## src/rtl/wb_arbiter2_pkg.sv

```systemverilog
// Shared types and constants for the two-master wishbone arbiter.
// State encodings are 2 bits and are exported on the arbiter's debug port.
package wb_arbiter2_pkg;

  typedef enum logic [1:0] {
    ST_IDLE = 2'd0,
    ST_GNT0 = 2'd1,
    ST_GNT1 = 2'd2
  } arb_state_t;

  localparam logic [2:0] WB_CTI_CLASSIC = 3'b000;
  localparam logic [1:0] WB_BTE_LINEAR  = 2'b00;

endpackage

```

## src/rtl/wb_arbiter2_watchdog.sv

```systemverilog
// Bus watchdog: counts cycles a strobe waits for ACK and raises a one-cycle
// error pulse on the cycle after the count reaches TIMEOUT-1 without an ACK.
module wb_watchdog #(
  parameter int TIMEOUT = 256,
  parameter int TO_BITS = 9
) (
  input  logic clk,
  input  logic rst,
  input  logic stb,
  input  logic ack,
  input  logic clr,
  output logic err
);

  localparam bit                 WD_EN   = (TIMEOUT != 0);
  localparam logic [TO_BITS-1:0] WD_LAST = TO_BITS'(TIMEOUT - 1);
  localparam logic [TO_BITS-1:0] WD_SAT  = TO_BITS'(TIMEOUT);

  logic [TO_BITS-1:0] wdog;
  logic               err_pend;
  logic               restart;

  // An ACK arriving on the expiry cycle restarts the count, so it wins over the error.
  assign restart = clr | ~stb | ack;

  always_ff @(posedge clk) begin
    if (rst) begin
      wdog     <= '0;
      err_pend <= 1'b0;
    end else begin
      if (restart) begin
        wdog <= '0;
      end else if (wdog != WD_SAT) begin
        wdog <= wdog + 1'b1;
      end

      if (err_pend || clr) begin
        err_pend <= 1'b0;
      end else if (WD_EN && !restart && (wdog == WD_LAST)) begin
        err_pend <= 1'b1;
      end
    end
  end

  assign err = err_pend;

endmodule

```

## src/rtl/wb_arbiter2.sv

```systemverilog
// Round-robin arbiter sharing one wishbone slave between two masters; the grant
// is held for the whole CYC so bursts pass through unbroken.
module wb_arbiter2
  import wb_arbiter2_pkg::*;
#(
  parameter int WB_ADDR_BITS = 32,
  parameter int WORD_BYTES   = 4,
  parameter int TIMEOUT      = 256,
  parameter int TO_BITS      = 9,
  localparam int WORD_BITS   = 8 * WORD_BYTES
) (
  input  logic                    wb_clk_i,
  input  logic                    wb_rst_i,

  input  logic                    m0_cyc_i,
  input  logic                    m0_stb_i,
  input  logic [WB_ADDR_BITS-3:0] m0_addr_i,
  input  logic [2:0]              m0_cti_i,
  input  logic [1:0]              m0_bte_i,
  input  logic [WORD_BYTES-1:0]   m0_sel_i,
  input  logic                    m0_we_i,
  input  logic [WORD_BITS-1:0]    m0_data_i,
  output logic [WORD_BITS-1:0]    m0_data_o,
  output logic                    m0_ack_o,
  output logic                    m0_err_o,

  input  logic                    m1_cyc_i,
  input  logic                    m1_stb_i,
  input  logic [WB_ADDR_BITS-3:0] m1_addr_i,
  input  logic [2:0]              m1_cti_i,
  input  logic [1:0]              m1_bte_i,
  input  logic [WORD_BYTES-1:0]   m1_sel_i,
  input  logic                    m1_we_i,
  input  logic [WORD_BITS-1:0]    m1_data_i,
  output logic [WORD_BITS-1:0]    m1_data_o,
  output logic                    m1_ack_o,
  output logic                    m1_err_o,

  output logic                    s_cyc_o,
  output logic                    s_stb_o,
  output logic [WB_ADDR_BITS-3:0] s_addr_o,
  output logic [2:0]              s_cti_o,
  output logic [1:0]              s_bte_o,
  output logic [WORD_BYTES-1:0]   s_sel_o,
  output logic                    s_we_o,
  output logic [WORD_BITS-1:0]    s_data_o,
  input  logic [WORD_BITS-1:0]    s_data_i,
  input  logic                    s_ack_i,

  output logic [1:0]              dbg_state
);

  arb_state_t state, state_nxt;
  logic       last, last_nxt;
  logic       err_pend;
  logic       wd_clr;

  // Handshake: STB is a request held by the granted master until it sees ACK or
  // ERR in the same cycle; ACK/ERR reach only the granted master.

  always_ff @(posedge wb_clk_i) begin
    if (wb_rst_i) begin
      state <= ST_IDLE;
      last  <= 1'b1;
    end else begin
      state <= state_nxt;
      last  <= last_nxt;
    end
  end

  // On a tie the master that did not own the previous bus cycle wins.
  always_comb begin
    state_nxt = state;
    last_nxt  = last;
    case (state)
      ST_IDLE: begin
        if (m0_cyc_i && m1_cyc_i) begin
          state_nxt = last ? ST_GNT0 : ST_GNT1;
        end else if (m0_cyc_i) begin
          state_nxt = ST_GNT0;
        end else if (m1_cyc_i) begin
          state_nxt = ST_GNT1;
        end
      end
      ST_GNT0: begin
        if (!m0_cyc_i) begin
          state_nxt = ST_IDLE;
          last_nxt  = 1'b0;
        end
      end
      ST_GNT1: begin
        if (!m1_cyc_i) begin
          state_nxt = ST_IDLE;
          last_nxt  = 1'b1;
        end
      end
      default: state_nxt = ST_IDLE;
    endcase
  end

  always_comb begin
    s_cyc_o  = 1'b0;
    s_stb_o  = 1'b0;
    s_addr_o = '0;
    s_cti_o  = WB_CTI_CLASSIC;
    s_bte_o  = WB_BTE_LINEAR;
    s_sel_o  = '0;
    s_we_o   = 1'b0;
    s_data_o = '0;
    m0_ack_o = 1'b0;
    m0_err_o = 1'b0;
    m1_ack_o = 1'b0;
    m1_err_o = 1'b0;
    case (state)
      ST_GNT0: begin
        s_cyc_o  = m0_cyc_i;
        s_stb_o  = m0_stb_i & ~err_pend;
        s_addr_o = m0_addr_i;
        s_cti_o  = m0_cti_i;
        s_bte_o  = m0_bte_i;
        s_sel_o  = m0_sel_i;
        s_we_o   = m0_we_i;
        s_data_o = m0_data_i;
        m0_ack_o = s_ack_i;
        m0_err_o = err_pend;
      end
      ST_GNT1: begin
        s_cyc_o  = m1_cyc_i;
        s_stb_o  = m1_stb_i & ~err_pend;
        s_addr_o = m1_addr_i;
        s_cti_o  = m1_cti_i;
        s_bte_o  = m1_bte_i;
        s_sel_o  = m1_sel_i;
        s_we_o   = m1_we_i;
        s_data_o = m1_data_i;
        m1_ack_o = s_ack_i;
        m1_err_o = err_pend;
      end
      default: ;
    endcase
  end

  assign m0_data_o = s_data_i;
  assign m1_data_o = s_data_i;
  assign dbg_state = state;
  assign wd_clr    = (state == ST_IDLE);

  // The error cycle forces s_stb_o low, which also restarts the count.
  wb_watchdog #(
    .TIMEOUT (TIMEOUT),
    .TO_BITS (TO_BITS)
  ) u_wdog (
    .clk (wb_clk_i),
    .rst (wb_rst_i),
    .stb (s_stb_o),
    .ack (s_ack_i),
    .clr (wd_clr),
    .err (err_pend)
  );

endmodule

```

## config.mk

```make
export PLATFORM = sky130hd
export DESIGN_NAME = wb_arbiter2
export DESIGN_NICKNAME = d
export VERILOG_FILES = /design/src/rtl/wb_arbiter2_pkg.sv /design/src/rtl/wb_arbiter2_watchdog.sv /design/src/rtl/wb_arbiter2.sv
export SDC_FILE = /design/constraint.sdc
export NUM_CORES = 1
export LEC_CHECK = 0
export CORE_AREA = 2 2 128 130
export DETAILED_ROUTE_END_ITERATION = 6
export DIE_AREA = 0 0 130 132
export PLACE_DENSITY = 0.56
export SETUP_SLACK_MARGIN = 0.15
export SLEW_MARGIN = 10
export SYNTH_ARGS = -nofsm -noshare
export SYNTH_HDL_FRONTEND = slang
export SYNTH_SLANG_ARGS = --single-unit
```

## constraint.sdc

```tcl
create_clock -name wb_clk_i -period 2.3 [get_ports wb_clk_i]
set_input_delay 0.23 -clock wb_clk_i [delete_from_list [all_inputs] [get_ports wb_clk_i]]
set_output_delay 0.23 -clock wb_clk_i [all_outputs]
set_load 0.01 [all_outputs]
```

### Power grid

Scale bar: 50 um. Pins as bars on the die edge. Tap cells in grey.
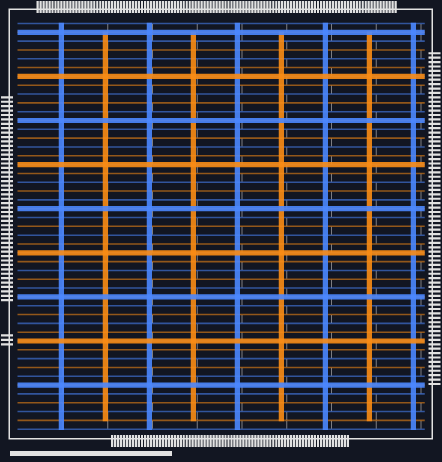
legend:
  VSS:
    colour: blue
  VDD:
    colour: orange
signal pins: 327
met5 straps: 9
met1 rails: 47
rows: 46
peak supply drop: 0.522 mV
die height: 132 um
total core area: 0.0157 mm^2
width of the chip: 130 um

### Placed cells, one colour a class

Scale bar: 50 um.
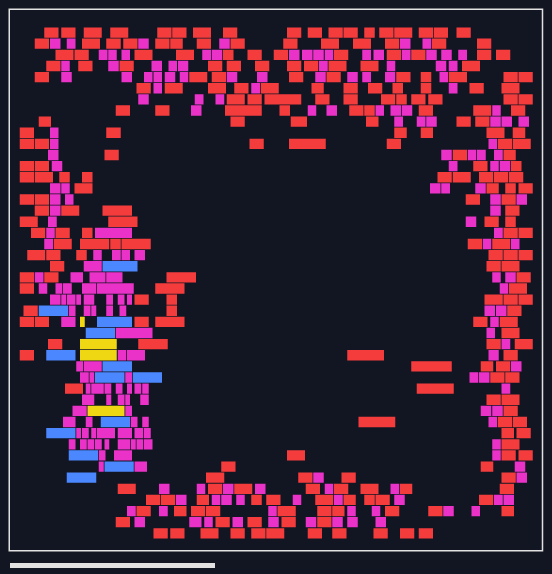
legend:
  combinational and other logic:
    colour: magenta
    cells: 219
  clock drivers and dummy loads:
    colour: yellow
    cells: 4
  other buffers and delay cells:
    colour: red
    cells: 266
  flops:
    colour: blue
    cells: 13
final standard cell area without fillers: 0.00504 mm^2
total number of placement rows: 46

### Clock wires, drivers and flops

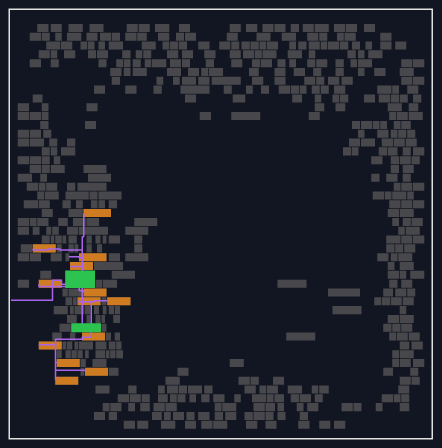
legend:
  clock wires:
    colour: purple
    length: 176 um
  flip-flops:
    colour: orange
    count: 13
  clock drivers:
    colour: green
    count: 3
routed clock nets: 4
total clock network power: 0.326 mW
clock share of power: 20.0%
Worst-Skew Late Latency: 0.24 ns
final worst clock skew: 0.00156 ns

==> COMMIT_EDITMSG <==
Record implementation results from latest flow run

- Sink count of the clock tree: 13
- Register bit total from synthesis: 13
- Looking at the hold checks, the worst path lands on m0_data_o[0].
- Wires add up to 12.2 mm.
- Highest net fanout along the worst path: 15
- Maximum clock path buffer count: 2
- Static leakage: 2.58 nW
- The synthesized netlist contains 31 unique library cells.
* Global router's overall resource usage: 10.8%
- # Cells Yosys: 323
- The first detailed-routing pass ran for 4 iterations.
- Number of nets with antenna violations after detailed routing: 0
- The worst setup path is captured at an output port.
* PnR worst setup slack: 0.136 ns
- In the synthesized netlist the async set-or-reset flop fraction comes to 0%.
- Synthesized cell area: 0.00233 mm^2
* XOR-XNOR Cells, Area Fraction: 0.752%
- Number of buffers created by CTS: 3
* Type of the setup path with the least slack: register to output port
- Per the post-synthesis report, the nets total 513.
* Leading cell kind: non-clock buffers
* Non-clock inverter count: 8
- Area leader share: 23.2%
* Via count of the first global-routing pass: 2,847
- Instance tally after logic synthesis: 323
- For this block, the via count after detailed routing is 3,014.
* Cell depth of the worst setup path: 6
* Status: complete, no violations
- Among all flip-flop cells after synthesis, the most frequent one is dfxtp_1.
- Busiest layer in global routing: met2
* Fraction of met2 tracks used by global routing: 19.6%
* Internal: 1.12 mW
- Global-route wire length before repair: 15.1 mm
* Worst-margin pin slew: 0.654 ns
- # port buffers: 230
- Hold Fails Final Rpt: 0
- Post-synthesis share of cell area spent on full adders, half adders and majority gates: 3.76%
- Global routing met1 resource utilization: 12.3%
* Crit-path max cell delay: 0.55 ns
- Post-synth EDFFs: 0
- The finished layout reports a core utilization of 32.1%.
- The slowest stage of the critical path is the clkdlybuf4s50_1 cell.
- Per the cell usage report, the commonest logic cell in the layout is clkdlybuf4s50_1.
- Mean instance size in the synthesized netlist: 7.21 um^2
- Largest logic family: simple AND/OR/NAND/NOR gates
- Once the floorplan was initialized, standard cells occupied 14.8% of the core.
- TritonCTS built the clock tree.
* Net Sw Power: 0.508 mW
- Count of final max-slew check failures: 0
- Buffers inserted to repair hold after CTS numbered 0.
* Final Hold Slack: 0.460 ns
* Total power: 1.63 mW
- Reg2Reg Launch Point: dbg_state[1]
- CTS placed an instance of clkbuf_16 at the clock tree root.
* Combined area of the multi-input logic cells: 0.00149 mm^2
* Worst slew slack as a fraction of its limit: 55.8%
* Simple logic cell fraction of the synthesized area: 28.8%
* Pwr top: combinational logic
* Post-place setup slack: 0.226 ns
- In the final routed layout, each cell accounts on average for 17.0 um.
Power figures rest on the tool's default switching activity, not on a simulated workload.
